$ cat src/rtl/apb4_pkg.sv
// Shared types and constants for the APB4 requester and the benches that drive
// or answer it.
package apb4_pkg;

  typedef enum logic [1:0] {
    IDLE   = 2'd0,
    SETUP  = 2'd1,
    ACCESS = 2'd2,
    RESP   = 2'd3
  } apb4_state_t;

  localparam logic [2:0] APB_PPROT_DEFAULT = 3'b000;

  // Default bus geometry of the register-block slaves.
  localparam int APB4_ADDR_W = 4;
  localparam int APB4_DATA_W = 32;

  typedef struct packed {
    logic                     write;
    logic [APB4_ADDR_W-1:0]   addr;
    logic [APB4_DATA_W-1:0]   wdata;
    logic [APB4_DATA_W/8-1:0] strb;
  } apb4_cmd_t;

  // Width of a counter that reaches 'cycles'; at least 1 bit so a disabled
  // timeout still elaborates.
  function automatic int unsigned tmo_width(input int unsigned cycles);
    return (cycles == 0) ? 1 : $clog2(cycles + 1);
  endfunction

endpackage

$ cat src/rtl/apb4_timeout_ctr.sv
// ACCESS-phase wait counter: counts stalled cycles and flags the last allowed
// one. TIMEOUT_CYCLES = 0 freezes the counter and never expires.
module apb4_timeout_ctr #(
  parameter int unsigned TIMEOUT_CYCLES = 16
) (
  input  logic clk,
  input  logic rst,
  input  logic clr,
  input  logic en,
  output logic expired
);
  import apb4_pkg::*;

  localparam int unsigned CW   = tmo_width(TIMEOUT_CYCLES);
  localparam int unsigned LAST = (TIMEOUT_CYCLES == 0) ? 0 : TIMEOUT_CYCLES - 1;
  localparam bit          ON   = (TIMEOUT_CYCLES != 0);

  logic [CW-1:0] cnt;

  always_ff @(posedge clk) begin
    if (rst)            cnt <= '0;
    else if (clr)       cnt <= '0;
    else if (en && ON)  cnt <= cnt + 1'b1;
  end

  // Expired means "this stalled cycle is the last one allowed".
  assign expired = ON && (cnt == CW'(LAST));

endmodule

$ cat src/rtl/apb4_master.sv
// APB4 requester: one SETUP+ACCESS transfer per valid/ready command, response
// returned on a valid/ready port, with an optional ACCESS-phase timeout.
module apb4_master #(
  parameter int unsigned ADDR_WIDTH     = 4,
  parameter int unsigned DATA_WIDTH     = 32,
  parameter int unsigned TIMEOUT_CYCLES = 16
) (
  input  logic                    clk,
  input  logic                    rst,
  input  logic                    cmd_valid,
  output logic                    cmd_ready,
  input  logic                    cmd_write,
  input  logic [ADDR_WIDTH-1:0]   cmd_addr,
  input  logic [DATA_WIDTH-1:0]   cmd_wdata,
  input  logic [DATA_WIDTH/8-1:0] cmd_strb,
  output logic                    rsp_valid,
  input  logic                    rsp_ready,
  output logic [DATA_WIDTH-1:0]   rsp_rdata,
  output logic                    rsp_err,
  output logic                    rsp_timeout,
  output logic                    psel,
  output logic                    penable,
  output logic                    pwrite,
  output logic [ADDR_WIDTH-1:0]   paddr,
  output logic [DATA_WIDTH-1:0]   pwdata,
  output logic [DATA_WIDTH/8-1:0] pstrb,
  output logic [2:0]              pprot,
  input  logic [DATA_WIDTH-1:0]   prdata,
  input  logic                    pready,
  input  logic                    pslverr
);
  import apb4_pkg::*;

  apb4_state_t state;
  logic        tmo_clr, tmo_en, tmo_expired;

  assign cmd_ready = (state == IDLE);
  assign pprot     = APB_PPROT_DEFAULT;

  // Counter clears on the accept edge, i.e. on entry to SETUP.
  assign tmo_clr = (state == IDLE) && cmd_valid;
  assign tmo_en  = (state == ACCESS) && !pready;

  apb4_timeout_ctr #(
    .TIMEOUT_CYCLES(TIMEOUT_CYCLES)
  ) u_tmo (
    .clk     (clk),
    .rst     (rst),
    .clr     (tmo_clr),
    .en      (tmo_en),
    .expired (tmo_expired)
  );

  always_ff @(posedge clk) begin
    if (rst) begin
      state       <= IDLE;
      psel        <= 1'b0;
      penable     <= 1'b0;
      pwrite      <= 1'b0;
      paddr       <= '0;
      pwdata      <= '0;
      pstrb       <= '0;
      rsp_valid   <= 1'b0;
      rsp_rdata   <= '0;
      rsp_err     <= 1'b0;
      rsp_timeout <= 1'b0;
    end else begin
      case (state)
        IDLE: begin
          if (cmd_valid) begin
            state  <= SETUP;
            psel   <= 1'b1;
            pwrite <= cmd_write;
            paddr  <= cmd_addr;
            // Reads put nothing on the write lanes.
            pwdata <= cmd_write ? cmd_wdata : '0;
            pstrb  <= cmd_write ? cmd_strb  : '0;
          end
        end
        SETUP: begin
          state   <= ACCESS;
          penable <= 1'b1;
        end
        ACCESS: begin
          if (pready) begin
            state       <= RESP;
            psel        <= 1'b0;
            penable     <= 1'b0;
            rsp_valid   <= 1'b1;
            rsp_rdata   <= pwrite ? '0 : prdata;
            rsp_err     <= pslverr;
            rsp_timeout <= 1'b0;
          end else if (tmo_expired) begin
            state       <= RESP;
            psel        <= 1'b0;
            penable     <= 1'b0;
            rsp_valid   <= 1'b1;
            rsp_rdata   <= '0;
            rsp_err     <= 1'b1;
            rsp_timeout <= 1'b1;
          end
        end
        RESP: begin
          if (rsp_ready) begin
            state     <= IDLE;
            rsp_valid <= 1'b0;
          end
        end
        default: state <= IDLE;
      endcase
    end
  end

endmodule

$ cat config.mk
export PLATFORM = sky130hd
export DESIGN_NAME = apb4_master
export DESIGN_NICKNAME = d
export VERILOG_FILES = /design/src/rtl/apb4_pkg.sv /design/src/rtl/apb4_timeout_ctr.sv /design/src/rtl/apb4_master.sv
export SDC_FILE = /design/constraint.sdc
export NUM_CORES = 1
export LEC_CHECK = 0
export ABC_AREA = 1
export CORE_MARGIN = 8
export CORE_UTILIZATION = 40
export DETAILED_ROUTE_END_ITERATION = 6
export PLACE_DENSITY = 0.78
export REMOVE_ABC_BUFFERS = 1
export SLEW_MARGIN = 25
export SYNTH_ARGS = -nofsm -noshare
export SYNTH_HDL_FRONTEND = slang
export SYNTH_SLANG_ARGS = --single-unit
$ cat constraint.sdc
create_clock -name clk -period 1.8 [get_ports clk]
set_clock_uncertainty 0.05 [all_clocks]
set_input_delay 0.45 -clock clk [delete_from_list [all_inputs] [get_ports clk]]
set_output_delay 0.45 -clock clk [all_outputs]
set_load 0.05 [all_outputs]
==> images/io_fan.png <==
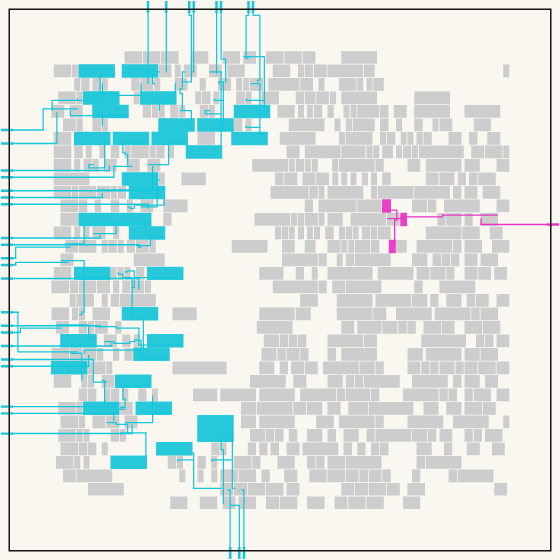
[pwdata] cyan | bits: 32 | direction: output | end cells: 32 | wire: 1,070 um
[rst] magenta | bits: 1 | direction: input | end cells: 3 | wire: 47.8 um

==> images/flops_by_reg.png <==
Other sequential cells in the stronger grey, the rest of the logic in the fainter grey.
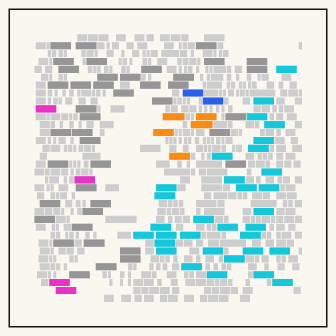
[pstrb] magenta | sequential cells: 4
[rsp_rdata] cyan | sequential cells: 32
[u_tmo.cnt] orange | sequential cells: 5
[state] blue | sequential cells: 2

==> images/metal_density.png <==
22 x 22 tiles, from black (low) to pale yellow (high), scaled to the fullest tile. Values are wire area over tile area, all layers added.
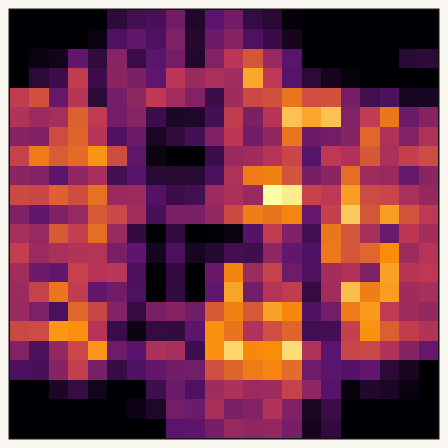
densest ninth of the die: middle right
mean over tiles: 0.14
nearly empty tiles: 16%
WL final: 10.1 mm
Avg WL per Cell: 14.7 um
GRT Total Usage: 16.0%
via count: 3,325

==> images/placement.png <==
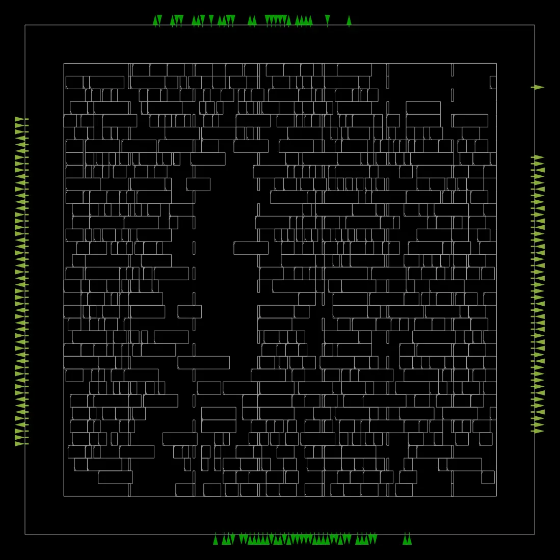
seq_cells: 85
Core ar.: 8550 sq um
tapcells inserted: 108
fin cells: 688

==> impl_metrics.py <==
# Metrics from the implementation run
metrics = {
    "run_status": {
        "status": "complete, no violations",
    },
    "job": {
        "warning_count": 27,
    },
    "global_routing": {
        "grt.overflow.total": 0,
        "grt_pass1_wl_mm": 15.2,
    },
    "power_and_ir_drop": {
        "net-switching-power_mw": 2.79,
        "netSwitchingFraction_pct": 41.9,
        "ir_drop_uv": 449,
        "clkPwrFrac_pct": 19.1,
        "power_mw": 6.65,
        "pg_comb_mw": 2.98,
        "powerDensity_nw_per_um2": 1260,
    },
    "setup_path": {
        "worst-path-stages": 9,
        "path_cells": "ha_4, inv_1, nor2_2, ha_4, nor2_8, nor2_8, buf_12, buf_4, a21oi_2",
        "critPathMaxStageDelay_ns": 0.38,
        "critPathKind": "reg2reg",
        "worst_setup_path_start_kind": "flop",
        "cp-startpoint": "u_tmo.cnt[0]",
    },
    "synth": {
        "syn_inst": 406,
        "yosys_cells": 406,
        "ys_top_cells_by_area": "dfxtp_1 49%, o21ai_0 8.0%, a21oi_2 7.6%",
        "synth_cell_types": 25,
        "yosys_warnings": 0,
        "mappedNetlistArea_sq_um": 3450,
        "synthSimpleGateAreaFrac_pct": 15.7,
        "xor_share_pct": 0.254,
    },
    "final_layout": {
        "syn_to_final_growth_pct": 53.2,
        "comb_area_share_pct": 26.0,
        "fin_util_pct": 61.8,
        "seq_share_pct": 32.3,
        "clkCellAreaFrac_pct": 3.41,
        "logic_area_sq_um": 1370,
        "final_area_sq_um": 5280,
    },
    "die": {
        "fp_util_pct": 40.3,
        "chip_area_sq_um": 11800,
        "row_count": 34,
        "io_pins": 161,
    },
    "final_timing": {
        "fmax_ghz": 0.580,
    },
    "clock_tree": {
        "clock_latency_ns": 0.35,
    },
    "placement": {
        "place_area_sq_um": 4920,
        "port_buffers": 157,
        "place_congestion": 0.777,
    },
    "hold_path": {
        "hold_class": "reg2reg",
        "min_from": "psel",
    },
}
